**src/rtl/vga_fb_arbiter_pkg.sv**
```systemverilog
// Shared framebuffer definitions: default video geometry, derived word/address sizes,
// and the scanout fetch state encoding.
package vga_fb_arbiter_pkg;

  localparam int DEF_PIXEL_WIDTH  = 640;
  localparam int DEF_PIXEL_HEIGHT = 480;
  localparam int DEF_PX_PER_WORD  = 4;

  localparam int WPL = DEF_PIXEL_WIDTH / DEF_PX_PER_WORD;
  localparam int AW  = $clog2(WPL * DEF_PIXEL_HEIGHT);

  typedef enum logic {
    ST_IDLE  = 1'b0,
    ST_FETCH = 1'b1
  } fb_state_e;

  function automatic int calc_wpl(input int width, input int px_per_word);
    return width / px_per_word;
  endfunction

  function automatic int calc_aw(input int width, input int px_per_word, input int height);
    return $clog2(calc_wpl(width, px_per_word) * height);
  endfunction

endpackage

```
**src/rtl/vga_fb_fifo.sv**
```systemverilog
// Synchronous prefetch FIFO with lookahead head, flush and occupancy count.
module vga_fb_fifo #(
  parameter  int DEPTH = 8,
  parameter  int WIDTH = 32,
  localparam int PW    = $clog2(DEPTH),
  localparam int CW    = $clog2(DEPTH + 1)
) (
  input  logic             clk,
  input  logic             rst,
  input  logic             flush,
  input  logic             push,
  input  logic [WIDTH-1:0] wdata,
  input  logic             pop,
  output logic [WIDTH-1:0] rdata,
  output logic [CW-1:0]    count
);

  logic [WIDTH-1:0] mem [DEPTH];
  logic [PW-1:0]    wr_ptr;
  logic [PW-1:0]    rd_ptr;
  logic             do_push;
  logic             do_pop;

  assign do_pop  = pop && (count != '0);
  assign do_push = push && ((count != CW'(DEPTH)) || do_pop);
  assign rdata   = mem[rd_ptr];

  // NOTE: storage has no reset; stale entries are never visible because count is reset.
  always_ff @(posedge clk) begin
    if (do_push) mem[wr_ptr] <= wdata;
  end

  always_ff @(posedge clk) begin
    if (rst || flush) begin
      wr_ptr <= '0;
      rd_ptr <= '0;
      count  <= '0;
    end else begin
      if (do_push) wr_ptr <= wr_ptr + 1'b1;
      if (do_pop)  rd_ptr <= rd_ptr + 1'b1;
      count <= count + CW'(do_push) - CW'(do_pop);
    end
  end

endmodule

```
**src/rtl/vga_fb_arbiter.sv**
```systemverilog
// Single-port framebuffer RAM arbiter: display line prefetch has priority, the CPU
// gets a forced slot after CPU_MAX_WAIT lost cycles.
module vga_fb_arbiter
  import vga_fb_arbiter_pkg::*;
#(
  parameter  int PIXEL_WIDTH  = DEF_PIXEL_WIDTH,
  parameter  int PIXEL_HEIGHT = DEF_PIXEL_HEIGHT,
  parameter  int PX_PER_WORD  = DEF_PX_PER_WORD,
  parameter  int FIFO_DEPTH   = 8,
  parameter  int CPU_MAX_WAIT = 4,
  localparam int FB_WPL       = calc_wpl(PIXEL_WIDTH, PX_PER_WORD),
  localparam int FB_AW        = calc_aw(PIXEL_WIDTH, PX_PER_WORD, PIXEL_HEIGHT),
  localparam int YW           = $clog2(PIXEL_HEIGHT)
) (
  input  logic             clk,
  input  logic             rst,
  input  logic             line_start,
  input  logic [YW-1:0]    line_y,
  input  logic             px_pop,
  output logic [31:0]      px_word,
  output logic             px_avail,
  output logic             underrun,
  input  logic             cpu_req,
  input  logic             cpu_we,
  input  logic [FB_AW-1:0] cpu_addr,
  input  logic [31:0]      cpu_wdata,
  output logic             cpu_gnt,
  output logic             cpu_rvalid,
  output logic [31:0]      cpu_rdata,
  output logic             ram_en,
  output logic             ram_we,
  output logic [FB_AW-1:0] ram_addr,
  output logic [31:0]      ram_wdata,
  input  logic [31:0]      ram_rdata
);

  localparam int CW = $clog2(FIFO_DEPTH + 1);
  localparam int RW = $clog2(FB_WPL + 1);
  localparam int WW = $clog2(CPU_MAX_WAIT + 1);

  fb_state_e        state;
  logic [FB_AW-1:0] fetch_addr;
  logic [RW-1:0]    remaining;
  logic [WW-1:0]    wait_cnt;
  logic             disp_inflight;
  logic             cpu_rd_inflight;
  logic             underrun_q;
  logic [CW-1:0]    fifo_count;
  logic             fifo_avail;
  logic             fifo_push;
  logic             fifo_pop;
  logic             disp_want;
  logic             cpu_force;
  logic             cpu_grant;
  logic             disp_grant;

  // A read already in flight counts against FIFO space so a returning word always fits.
  assign disp_want  = !rst && !line_start && (state == ST_FETCH) && (remaining != '0) &&
                      ((int'(fifo_count) + int'(disp_inflight)) < FIFO_DEPTH);
  assign cpu_force  = (int'(wait_cnt) == CPU_MAX_WAIT);
  assign cpu_grant  = !rst && cpu_req && (!disp_want || cpu_force);
  assign disp_grant = disp_want && !cpu_grant;

  assign ram_en     = cpu_grant || disp_grant;
  assign ram_we     = cpu_grant && cpu_we;
  assign ram_addr   = cpu_grant ? cpu_addr : fetch_addr;
  assign ram_wdata  = cpu_wdata;
  assign cpu_gnt    = cpu_grant;
  assign cpu_rvalid = cpu_rd_inflight && !rst;
  assign cpu_rdata  = ram_rdata;

  assign fifo_avail = (fifo_count != '0) && !rst;
  assign fifo_push  = disp_inflight && !line_start;
  assign fifo_pop   = px_pop && fifo_avail;
  assign px_avail   = fifo_avail;
  assign underrun   = underrun_q;

  vga_fb_fifo #(
    .DEPTH (FIFO_DEPTH),
    .WIDTH (32)
  ) u_fifo (
    .clk   (clk),
    .rst   (rst),
    .flush (line_start),
    .push  (fifo_push),
    .wdata (ram_rdata),
    .pop   (fifo_pop),
    .rdata (px_word),
    .count (fifo_count)
  );

  // NOTE: every register here uses non-blocking assignment so all terms read pre-edge values.
  always_ff @(posedge clk) begin
    if (rst) begin
      state           <= ST_IDLE;
      fetch_addr      <= '0;
      remaining       <= '0;
      wait_cnt        <= '0;
      disp_inflight   <= 1'b0;
      cpu_rd_inflight <= 1'b0;
      underrun_q      <= 1'b0;
    end else begin
      cpu_rd_inflight <= cpu_grant && !cpu_we;
      wait_cnt        <= (cpu_req && !cpu_grant) ? wait_cnt + 1'b1 : '0;
      if (px_pop && !fifo_avail) underrun_q <= 1'b1;

      if (line_start) begin
        state         <= ST_FETCH;
        fetch_addr    <= FB_AW'(int'(line_y) * FB_WPL);
        remaining     <= RW'(FB_WPL);
        disp_inflight <= 1'b0;
      end else begin
        disp_inflight <= disp_grant;
        if (disp_grant) begin
          fetch_addr <= fetch_addr + 1'b1;
          remaining  <= remaining - 1'b1;
        end
        if ((state == ST_FETCH) &&
            ((remaining == '0) || (disp_grant && (remaining == RW'(1))))) begin
          state <= ST_IDLE;
        end
      end
    end
  end

endmodule

```
**config.mk**
```make
export PLATFORM = sky130hd
export DESIGN_NAME = vga_fb_arbiter
export DESIGN_NICKNAME = d
export VERILOG_FILES = /design/src/rtl/vga_fb_arbiter_pkg.sv /design/src/rtl/vga_fb_fifo.sv /design/src/rtl/vga_fb_arbiter.sv
export SDC_FILE = /design/constraint.sdc
export NUM_CORES = 1
export LEC_CHECK = 0
export ABC_AREA = 0
export CAP_MARGIN = 0
export CORE_AREA = 2 2 184 186
export CTS_CLUSTER_DIAMETER = 30
export DETAILED_ROUTE_END_ITERATION = 10
export DIE_AREA = 0 0 186 188
export GPL_ROUTABILITY_DRIVEN = 0
export PLACE_DENSITY = 0.58
export SYNTH_ARGS = -nofsm -noshare
export SYNTH_HDL_FRONTEND = slang
export SYNTH_SLANG_ARGS = --single-unit
```
**constraint.sdc**
```tcl
create_clock -name clk -period 7.3 [get_ports clk]
set_input_delay 1.095 -clock clk [delete_from_list [all_inputs] [get_ports clk]]
set_output_delay 1.095 -clock clk [all_outputs]
set_load 0.03 [all_outputs]
```
### PDN straps and rails, run 1

Scale bar: 50 um. Pins as bars on the die edge.
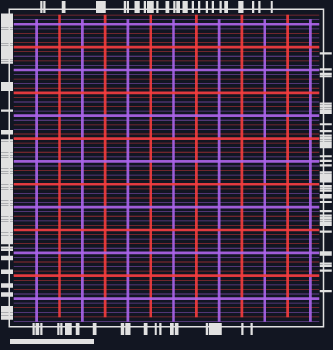
- VSS: purple
- VDD: red
- met5 straps: 13
- rows: 67
- signal pins: 215
- met1 rails: 68

### Cell classes on the final placement, run 1

Fill, decap, tap and diode cells in gray.
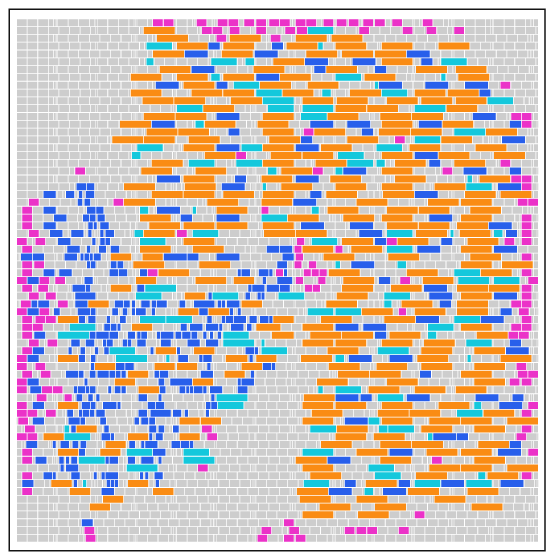
- remaining buffers and delay cells: magenta (cells 167; share of their area 10%)
- sequential cells: orange (cells 301; share of their area 53%)
- combinational and other logic: blue (cells 377; share of their area 24%)
- clock drivers and dummy loads: cyan (cells 110; share of their area 13%)
post-route cell area: 16800 sq um
Core Region: 33100 sq um

==> impl_metrics.json, run 1 <==
{
  "crit_chain": "clkdlybuf4s50_1 -> nor2_1 -> o211ai_2 -> nor2_1 -> a21oi_2 -> mux2_2 -> clkdlybuf4s50_1",
  "ys_types": 59,
  "rsz0062_at_grt": "false",
  "hold_viol": 0,
  "via_per_inst": 5.07,
  "most_common_cell": "edfxtp_1",
  "yosys_warnings": 0,
  "powerSeq_mw": 1.89,
  "topCellsByArea": "edfxtp_1 (59%), mux4_2 (11%), dfxtp_1 (6.9%)",
  "ys_sh_xor_pct": 1.55,
  "use_met2_pct": 25.9,
  "cts_tree": "done",
  "die_area_sq_um": 35000,
  "worstSetupPathType": "in2out",
  "period_minus_slack_ns": 5.30,
  "antenna_found_initial": 0,
  "core.rowCount": 67,
  "max_slew_margin_pct": 33.5,
  "largest_reg_flops": 256,
  "cts-root-buf": "clkbuf_16",
  "crit_family": "buffers and inverters",
  "drive_above_1_share_pct": 26.8,
  "grt_pass1_wl_mm": 41.0,
  "ctsResizeCount": 0,
  "drv_slew": 0,
  "regArea_sq_um": 8590,
  "avgSynthCellArea_sq_um": 16.9,
  "ys_sh_simple_pct": 5.03,
  "tapCellCount": 448,
  "ys_seq_share_pct": 65.9,
  "syn_to_final_growth_pct": 29.0,
  "dr_wl_met3_mm": 1.46,
  "layout_setup_ws_ns": 2.00,
  "gr-usage-met3_pct": 3.79,
  "clockBufferDepth": 3,
  "worstPathArrival_ns": 4.20,
  "required_ns": 6.20,
  "run_status": "completed",
  "power-top-group": "clock",
  "fp-utilization_pct": 39.3,
  "min_period_over_period_pct": 72.6,
  "ys_sh_aoi_pct": 3.41,
  "critPathLaunch": "line_start",
  "dpl.hpwl_mm": 16.0,
  "min_path_cells": 1,
  "boundaryPins": 215,
  "dr_wl_met2_mm": 13.3,
  "hold_start": "wait_cnt[0]$_SDFF_PP0_",
  "cpMaxStageDelayCell": "a21oi_2",
  "cp-endpoint": "ram_addr[15]",
  "pre_cts_slack_ns": 1.96,
  "drt_first_pass_iters": 4,
  "cts-htree-levels": 2,
  "nNonClkBuffers": 167,
  "adder_share_pct": 3.19,
  "highest_layer": "met4",
  "ff_type": "edfxtp_1",
  "cp_slowest_stage_delay_ns": 0.81
}
### Clock network drawn from the DEF, run 1

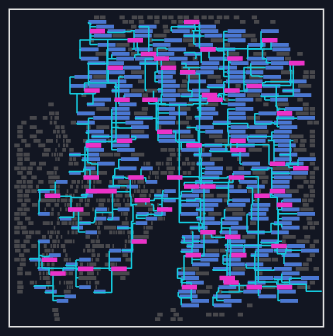
- clock drivers: magenta (count 58)
- clock wires: cyan (length 3860 um)
- flip-flops: blue (count 301)
- routed clock nets: 59

--- run 2 (diff from run 1) ---
==> constraint.sdc (replaced) <==
create_clock -name clk -period 5.26 [get_ports clk]
set_input_delay 0.789 -clock clk [delete_from_list [all_inputs] [get_ports clk]]
set_output_delay 0.789 -clock clk [all_outputs]
set_load 0.03 [all_outputs]
==> run 2 against run 1 <==
  * Design area fell by 0.41%
  * Power rose by 35%
  * Register-to-register slack got worse by 1.7 ns
  * Hold slack got worse by 0.0019 ns
  * Count of clock-buffer cells in the layout rose by 4
  * Clock power rose by 32%
  * Wire length fell by 1.3%
  * First-iteration DRC count rose by 16%
  * Cell count fell by 0.29%
  * Critical endpoint is now ram_addr[16]
  * Flip-flop count did not move
  * Critical path type unchanged
  * Critical path depth rose by 1
==> impl_metrics.json, run 2 <==
{
  "run_status": "completed",
  "critPathLaunch": "line_start",
  "crit_family": "buffers and inverters",
  "yosys_warnings": 0,
  "powerSeq_mw": 2.63,
  "topCellsByArea": "edfxtp_1 (59%), mux4_2 (11%), dfxtp_1 (6.9%)",
  "ys_seq_share_pct": 65.9,
  "antenna_found_initial": 0,
  "period_minus_slack_ns": 4.35,
  "tapCellCount": 448,
  "worstSetupPathType": "in2out",
  "ys_sh_simple_pct": 5.03,
  "cp-endpoint": "ram_addr[16]",
  "ys_sh_xor_pct": 1.55,
  "avgSynthCellArea_sq_um": 16.9,
  "use_met2_pct": 24.9,
  "nNonClkBuffers": 166,
  "largest_reg_flops": 256,
  "die_area_sq_um": 35000,
  "dpl.hpwl_mm": 15.7,
  "power-top-group": "clock",
  "cts-htree-levels": 2,
  "pre_cts_slack_ns": 0.874,
  "adder_share_pct": 3.19,
  "min_path_cells": 1,
  "boundaryPins": 215,
  "via_per_inst": 5.05,
  "ys_types": 59,
  "cp_slowest_stage_delay_ns": 0.66,
  "syn_to_final_growth_pct": 28.5,
  "highest_layer": "met4",
  "core.rowCount": 67,
  "crit_chain": "clkdlybuf4s50_1 -> nor2_1 -> o211ai_2 -> nor2_1 -> a21oi_2 -> buf_4 -> mux2_2 -> clkdlybuf4s50_1",
  "drv_slew": 0,
  "drive_above_1_share_pct": 26.0,
  "rsz0062_at_grt": "false",
  "core_sq_um": 33100,
  "grt_pass1_wl_mm": 41.3,
  "regArea_sq_um": 8590,
  "postLayoutCellArea_sq_um": 16700,
  "cpMaxStageDelayCell": "clkdlybuf4s50_1",
  "fp-utilization_pct": 39.3,
  "cts_tree": "done",
  "hold_viol": 0,
  "ff_type": "edfxtp_1",
  "dr_wl_met3_mm": 1.55,
  "clockBufferDepth": 3,
  "drt_first_pass_iters": 5
}
### Metal layers overlaid, run 2

Scale bar: 50 um. Only two layers are drawn.
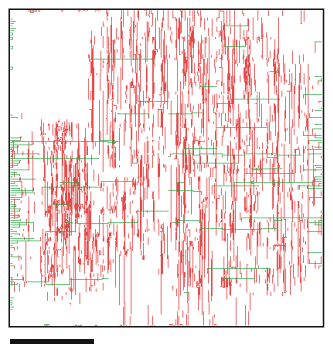
- metal 2: red (wire length 12800 um)
- metal 3: green (wire length 1550 um)

Power is estimated from default activity; no workload was simulated.
